===== src/rtl/alu_arbiter_pkg.sv =====
// rtl/alu_arbiter_pkg.sv - shared opcodes, FSM states and opcode helper for alu_arbiter
// Contents:
//   ADD..EQ, IDLE_OP : 3-bit ALU opcode constants (110 and 111 are illegal requests)
//   state_t          : arbiter FSM state encoding
//   op_is_legal()    : 1 for opcodes the ALU implements
package alu_arbiter_pkg;

    localparam logic [2:0] ADD     = 3'b000;
    localparam logic [2:0] NAND    = 3'b001;
    localparam logic [2:0] CMP     = 3'b010;
    localparam logic [2:0] SHL     = 3'b011;
    localparam logic [2:0] SHR     = 3'b100;
    localparam logic [2:0] EQ      = 3'b101;
    localparam logic [2:0] IDLE_OP = 3'b111;

    typedef enum logic [1:0] {
        ST_IDLE = 2'd0,
        ST_EXEC = 2'd1,
        ST_RESP = 2'd2
    } state_t;

    function automatic logic op_is_legal(input logic [2:0] op);
        return (op <= EQ);
    endfunction

endpackage


===== src/rtl/alu_arbiter_alu.sv =====
// rtl/alu_arbiter_alu.sv - combinational 8-bit ALU used as the arbiter's datapath
// Ports:
//   i_op     in  3  opcode (IDLE_OP and unknown codes give result 0, zero 0)
//   i_a, i_b in  8  operands
//   o_result out 8  result (carry of ADD discarded)
//   o_zero   out 1  1 when EQ and i_a == i_b
module alu
    import alu_arbiter_pkg::*;
(
    input  logic [2:0] i_op,
    input  logic [7:0] i_a,
    input  logic [7:0] i_b,
    output logic [7:0] o_result,
    output logic       o_zero
);

    always_comb begin
        o_result = 8'h00;
        o_zero   = 1'b0;
        case (i_op)
            ADD:     o_result = i_a + i_b;
            NAND:    o_result = ~(i_a & i_b);
            CMP:     o_result = {7'd0, (i_a < i_b)};
            SHL:     o_result = {i_a[6:0], 1'b0};
            SHR:     o_result = {i_a[7], i_a[7:1]};
            EQ:      o_zero   = (i_a == i_b);
            default: o_result = 8'h00;
        endcase
    end

endmodule


===== src/rtl/alu_arbiter.sv =====
// rtl/alu_arbiter.sv - two-port round-robin front end sharing one ALU
// Ports:
//   clk, rst_n                       clock, synchronous active-low reset
//   pN_req_valid/ready/op/a/b        request port N (N = 0, 1)
//   rsp_valid/ready                  response handshake
//   rsp_port/result/zero/err         response payload, held while stalled
//   p0_cnt, p1_cnt                   saturating completed-response counters
module alu_arbiter
    import alu_arbiter_pkg::*;
(
    input  logic       clk,
    input  logic       rst_n,
    input  logic       p0_req_valid,
    output logic       p0_req_ready,
    input  logic [2:0] p0_op,
    input  logic [7:0] p0_a,
    input  logic [7:0] p0_b,
    input  logic       p1_req_valid,
    output logic       p1_req_ready,
    input  logic [2:0] p1_op,
    input  logic [7:0] p1_a,
    input  logic [7:0] p1_b,
    output logic       rsp_valid,
    input  logic       rsp_ready,
    output logic       rsp_port,
    output logic [7:0] rsp_result,
    output logic       rsp_zero,
    output logic       rsp_err,
    output logic [7:0] p0_cnt,
    output logic [7:0] p1_cnt
);

    state_t     r_state;
    logic       r_last_grant;
    logic [2:0] r_op;
    logic [7:0] r_a;
    logic [7:0] r_b;
    logic       r_port;
    logic       r_rsp_valid;
    logic       r_rsp_port;
    logic [7:0] r_rsp_result;
    logic       r_rsp_zero;
    logic       r_rsp_err;
    logic [7:0] r_p0_cnt;
    logic [7:0] r_p1_cnt;

    logic       w_idle;
    logic       w_grant;
    logic       w_accept;
    logic [2:0] w_alu_op;
    logic [7:0] w_alu_result;
    logic       w_alu_zero;

    assign w_idle = (r_state == ST_IDLE);

    // A lone requester wins outright; a tie (or no request) favours the
    // port that did not win last, so ready already points there when idle.
    always_comb begin
        w_grant = ~r_last_grant;
        if (p0_req_valid && !p1_req_valid) begin
            w_grant = 1'b0;
        end else if (p1_req_valid && !p0_req_valid) begin
            w_grant = 1'b1;
        end
    end

    assign p0_req_ready = w_idle && !w_grant;
    assign p1_req_ready = w_idle &&  w_grant;
    assign w_accept     = w_idle && (w_grant ? p1_req_valid : p0_req_valid);

    // The ALU sees IDLE_OP outside EXEC and for illegal requests, so every
    // executed legal op is an opcode change at the ALU input.
    assign w_alu_op = (r_state == ST_EXEC && op_is_legal(r_op)) ? r_op : IDLE_OP;

    alu u_alu (
        .i_op     (w_alu_op),
        .i_a      (r_a),
        .i_b      (r_b),
        .o_result (w_alu_result),
        .o_zero   (w_alu_zero)
    );

    always_ff @(posedge clk) begin
        if (!rst_n) begin
            r_state      <= ST_IDLE;
            r_last_grant <= 1'b1;
            r_op         <= 3'd0;
            r_a          <= 8'h00;
            r_b          <= 8'h00;
            r_port       <= 1'b0;
            r_rsp_valid  <= 1'b0;
            r_rsp_port   <= 1'b0;
            r_rsp_result <= 8'h00;
            r_rsp_zero   <= 1'b0;
            r_rsp_err    <= 1'b0;
            r_p0_cnt     <= 8'h00;
            r_p1_cnt     <= 8'h00;
        end else begin
            case (r_state)
                ST_IDLE: begin
                    if (w_accept) begin
                        r_op         <= w_grant ? p1_op : p0_op;
                        r_a          <= w_grant ? p1_a  : p0_a;
                        r_b          <= w_grant ? p1_b  : p0_b;
                        r_port       <= w_grant;
                        r_last_grant <= w_grant;
                        r_state      <= ST_EXEC;
                    end
                end
                ST_EXEC: begin
                    r_rsp_result <= w_alu_result;
                    r_rsp_zero   <= w_alu_zero;
                    r_rsp_err    <= !op_is_legal(r_op);
                    r_rsp_port   <= r_port;
                    r_rsp_valid  <= 1'b1;
                    r_state      <= ST_RESP;
                end
                ST_RESP: begin
                    if (rsp_ready) begin
                        r_rsp_valid <= 1'b0;
                        r_state     <= ST_IDLE;
                        if (!r_rsp_port) begin
                            if (r_p0_cnt != 8'hFF) r_p0_cnt <= r_p0_cnt + 8'd1;
                        end else begin
                            if (r_p1_cnt != 8'hFF) r_p1_cnt <= r_p1_cnt + 8'd1;
                        end
                    end
                end
                default: r_state <= ST_IDLE;
            endcase
        end
    end

    assign rsp_valid  = r_rsp_valid;
    assign rsp_port   = r_rsp_port;
    assign rsp_result = r_rsp_result;
    assign rsp_zero   = r_rsp_zero;
    assign rsp_err    = r_rsp_err;
    assign p0_cnt     = r_p0_cnt;
    assign p1_cnt     = r_p1_cnt;

endmodule


===== config.mk =====
export PLATFORM = sky130hd
export DESIGN_NAME = alu_arbiter
export DESIGN_NICKNAME = d
export VERILOG_FILES = /design/src/rtl/alu_arbiter_pkg.sv /design/src/rtl/alu_arbiter_alu.sv /design/src/rtl/alu_arbiter.sv
export SDC_FILE = /design/constraint.sdc
export NUM_CORES = 1
export LEC_CHECK = 0
export CORE_ASPECT_RATIO = 0.75
export CORE_MARGIN = 1
export CORE_UTILIZATION = 53
export CTS_CLUSTER_SIZE = 28
export DETAILED_ROUTE_END_ITERATION = 8
export PLACE_DENSITY = 0.95
export RECOVER_POWER = 100
export SLEW_MARGIN = 5
export SYNTH_ARGS = -nofsm -noshare
export SYNTH_HDL_FRONTEND = slang
export SYNTH_SLANG_ARGS = --single-unit

===== constraint.sdc =====
create_clock -name clk -period 4.7 [get_ports clk]
set_input_delay 0.705 -clock clk [delete_from_list [all_inputs] [get_ports clk]]
set_output_delay 0.705 -clock clk [all_outputs]
set_load 0.02 [all_outputs]

placement_by_type.png
Bar = 20 um.
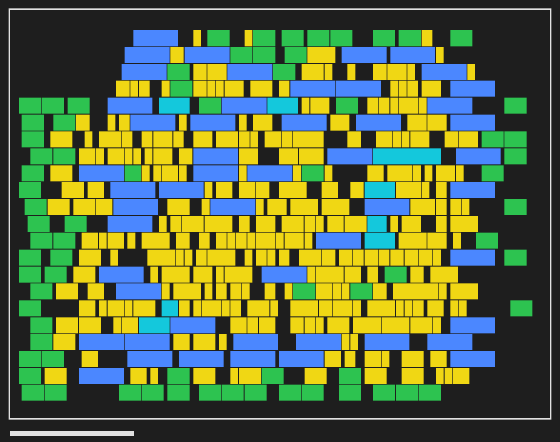
legend:
  blue:
    class: sequential cells
    cells: 51
    share_of_their_area: 28%
  green:
    class: remaining buffers and delay cells
    cells: 73
    share_of_their_area: 20%
  cyan:
    class: clock drivers and dummy loads
    cells: 8
    share_of_their_area: 3.2%
  yellow:
    class: combinational and other logic
    cells: 262
    share_of_their_area: 49%
fin area: 3719 um^2
Seq area share: 27.46%
Core Rows: 22
Final Util: 73.82%
Core Area: 5037 um^2

sizes.png
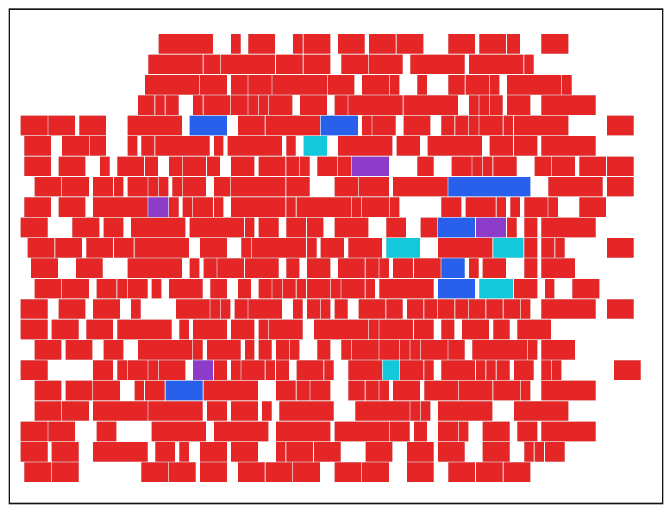
legend:
  purple:
    size: _3 and _4 cells
    cells: 4
  cyan:
    size: _2 cells
    cells: 5
  red:
    size: _0 and _1 cells
    cells: 378
    most_used: dfxtp_1
  blue:
    size: _6 and larger
    cells: 7
    most_used: clkbuf_8

==> run notes <==
The implementation run finished. The run finished, with violations left. The checks that failed: max-capacitance violations. Counting pins that exceed their max-slew limit in the final report gives 0. By instance count after routing, the leading logic cell type is sky130_fd_sc_hd__dfxtp_1. Power density over the cells landed at 298.8 nW/um^2.

Mean post-synth cell area landed at 8.724 um^2. Per the detailed-route log, wirelength across all metal layers totals between 6 and 7 mm. The critical path is of the primary input to output port type. Number of warning messages in the logs landed at 34. Deepest clock path buffer count landed at 2. Number of global-route vias before repair landed at about 2500. Cells with a size suffix above 1 make up 4.061% of the layout. Overall chip area landed at about 5700 um^2. Floorplan core density landed at between 50% and 60%. Max-cap violation count landed at 1.

Synthesis area per yosys landed at approximately 2900 um^2. Per the synth stats, the flop cell with the highest instance count is sky130_fd_sc_hd__dfxtp_1. Timing analysis after detailed placement gives a worst setup slack of approximately 1.4 ns.

The final weighted congestion recorded by global placement is between 0.8 and 0.9. In the synthesized netlist the async set-or-reset flop fraction comes to 0%. Yosys synthesis warning count landed at 0. Sequential fraction of the synthesis area landed at between 30% and 40%. Dividing the final minimum period by the clock period gives between 70 and 80%.

Final routed DRC violation total landed at 0. After layout, the setup clock skew is reported as between 0.008 and 0.009 ns. Across the VDD grid, the largest voltage drop is 0.1880 mV. Summing over every cut layer, the via total after detailed routing is approximately 2700. Count of port buffers added during placement landed at approximately 72. Number of synthesized flops with an enable pin landed at 0. For this run, the top clock speed supported by timing is around 300 MHz.

The critical path goes through clkdlybuf4s50_1 -> inv_1 -> maj3_1 -> buf_4 -> and2_1 -> dlygate4sd3_1. Including well taps, the total number of placed cells is ~460. The cell sitting at the root of the clock tree is a sky130_fd_sc_hd__clkbuf_8.

Worst reg2reg path depth landed at 4. Final critical-path setup slack landed at about 1.3 ns. Number of stages on the worst hold path landed at 2.

Data required time of the worst path landed at 3.99 ns. After routing, the total negative slack on setup checks comes to 0 ns. After filler insertion, the fill cell instance count of the layout stands at 363. Looking at area per cell type in the netlist, the leader is sky130_fd_sc_hd__dfxtp_1. Detailed router's first-iteration violation count landed at between 200 and 300.

The most common logic cells in the final layout are 51 x sky130_fd_sc_hd__dfxtp_1, 45 x sky130_fd_sc_hd__nor2_1, 40 x sky130_fd_sc_hd__clkdlybuf4s50_1. Count of inverters other than clock inverters in the layout landed at 20. Count of distinct cell types in the synthesized netlist landed at 57. X dimension of the die landed at between 80 and 90 um. Buffers plus inverters on the worst setup path landed at 4. By area, the class that comes first in the final layout consists of logic gates.

Relative area of non-clock buffer cells in the final design landed at approximately a fifth. Worst slew margin relative to its limit landed at less than 1%. The total overflow left after global routing is 0. The type recorded for the worst min-delay path is register to register. The final report lists a non-filler cell total of 466.

Summed instance area of the synthesized netlist landed at 2870 um^2. Number of buffers added to fix hold violations after cts landed at 0. The kind of cell with the highest combined delay along the critical path is buffers and inverters.

Number of clock buffer instances in the layout landed at 5. Count of inserted tapcells landed at around 70. Among all stages on the critical path, the largest delay is contributed by sky130_fd_sc_hd__dlygate4sd3_1.

Summing all multi-input logic gate instances after layout gives roughly 1700 um^2. Per the final timing report, the hold violations number 0. Die height landed at between 60 and 70 um. Setup repair after global routing left no endpoint under its margin. STA classifies the critical path endpoint as an output port.

The OpenROAD report gives the critical path a data arrival time of about 2.7 ns. The synthesis report lists the most area-consuming cells as sky130_fd_sc_hd__dfxtp_1 36%, sky130_fd_sc_hd__ha_1 7.8%, sky130_fd_sc_hd__mux2i_1 7.3%. The timing report gives the clock slew at the launch and capture registers of the worst setup and hold paths as 0.10 ns. Number of levels the H-tree was split into landed at 2. Fraction of area in multi-input gates landed at 45.42%. Dividing the detail-routed wire length by the instance count gives about 15 um.

The worst setup path is launched from a primary input. Total power consumption of the routed design landed at 1.111 mW. Per STA, the startpoint of the critical path is p1_req_valid.

In this run the remaining antenna-violating nets after routing total 0. Clock tree cell share of total cell area landed at under 10%. The launch point of the worst register-to-register path is recorded as r_state[0]$_SDFFE_PN0P_.

Entering global routing, the biggest net connects 47 pins. The first global-routing pass estimated between 10 and 15 mm of wire. The analysis attributes to cell leakage a power of 1.549 nW. Synthesized instance count landed at approximately 330. Minimum clock period landed at about 3.4 ns. According to the cell report, the number of logic gates is ~240. Pin placement for this block handled about 73 I/O pins. Maximum fanout count along the critical path landed at 20. Clock sink count landed at about 50. Number of diodes added for antenna fixing landed at 0. There are 51 flip-flops and latches. Cell total in the yosys stat output landed at about 330. Relative to the synthesized area, the layout overhead comes to 29.56%. In the log, the iteration count for the first detailed-route pass is 5. For the pin with the worst max-slew slack, the measured transition is about 1.5 ns.

Number of setup buffers added after CTS landed at 0. TritonCTS built the clock tree. HPWL after detailed placement landed at 5.084 mm.

Per the hold report, the tightest min-delay path originates at rsp_err$_SDFFE_PN0N_. Overall routing resource usage recorded by global route was roughly a quarter. The timing report lists the critical path depth as 6 cells. Placed standard-cell area landed at between 3000 and 4000 um^2.

Net count entering floorplan landed at slightly below 400. Once synthesis finished, the tally of register bits stood at between 50 and 60. Number of ordinary and repair buffers in the finished layout landed at 73. The final timing report counts setup violations totalling 0. Stage delay of the slowest cell on the critical path landed at about 0.65 ns. Dividing the detail-routed via count by the number of cells gives 5.886.

Tightest hold margin landed at between 0.4 and 0.5 ns. Number of gates resized after CTS landed at 0. The initial antenna violation count came to 0.
layer_met1.png
Supply wires on this layer in grey.
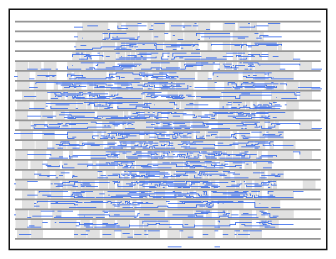
share of all routed wire: 44%
nets with wire on the layer: 403

clocks.png
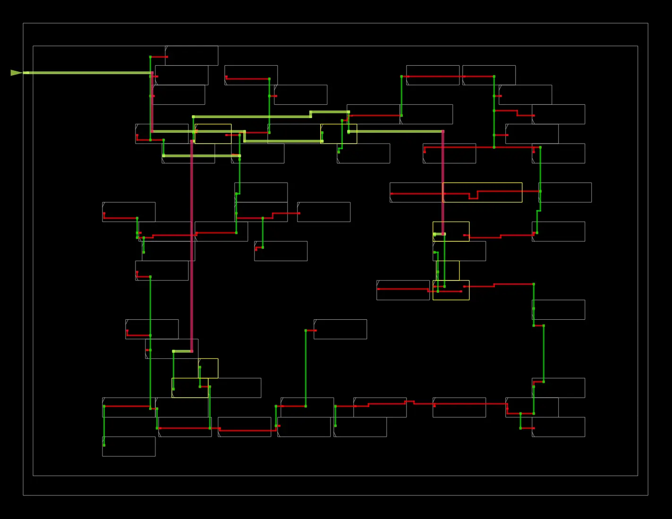
insertion delay to the later sink of the worst-skew pair: 0.31 ns
Inserted Clock Buffers: 5

[power breakdown]
group | switching (mW) | leakage (nW) | internal, mW
Clock | 0.152 | 0.0548 | 0.160
Combinational | 0.151 | 1.08 | 0.138
Sequential | 0.0440 | 0.418 | 0.465
[cells in the mapped netlist, types with 4 or more instances]
cell type	n
sky130_fd_sc_hd__xnor2_1	9
sky130_fd_sc_hd__xor2_1	5
sky130_fd_sc_hd__mux2i_1	21
sky130_fd_sc_hd__buf_2	6
sky130_fd_sc_hd__o22ai_1	4
sky130_fd_sc_hd__inv_1	19
sky130_fd_sc_hd__nor2_1	45
sky130_fd_sc_hd__o21ai_0	13
sky130_fd_sc_hd__ha_1	18
sky130_fd_sc_hd__clkbuf_1	8
sky130_fd_sc_hd__a21oi_1	15
sky130_fd_sc_hd__dfxtp_1	51
sky130_fd_sc_hd__nand2_1	23
sky130_fd_sc_hd__and2_1	4
sky130_fd_sc_hd__a211oi_1	19
sky130_fd_sc_hd__nand3_1	7
sky130_fd_sc_hd__a222oi_1	7
[final timing paths]
path	to	slack [ns]
setup / recovery	p0_req_ready	1.32
hold / removal	rsp_err$_SDFFE_PN0N_	0.49
setup reg to reg	r_a[4]$_SDFFE_PN0P_	2.59
hold reg to reg	rsp_err$_SDFFE_PN0N_	0.49
[cell families (layout without fill, tap and decap cells)]
kind of cell	count (synthesis)	in the layout	share of synthesized area, %
buffers and inverters	36	101	5.100
AND/OR/NAND/NOR	107	107	18.53
adder cells (fa/ha/maj)	20	20	8.893
XOR/XNOR	14	14	4.272
AND-OR/OR-AND	79	79	19.92
flip-flops	51	51	35.57
multiplexers	22	22	7.716
[metal layers]
metal	GRT usage (%)	routed length, um	vias up
met4	9.375	89	0
met3	6.407	615	11
met2	40.85	3187	143
met5	0	0	-
li1	-	-	1317
met1	32.58	3057	1272
Power is estimated from default activity; no workload was simulated.
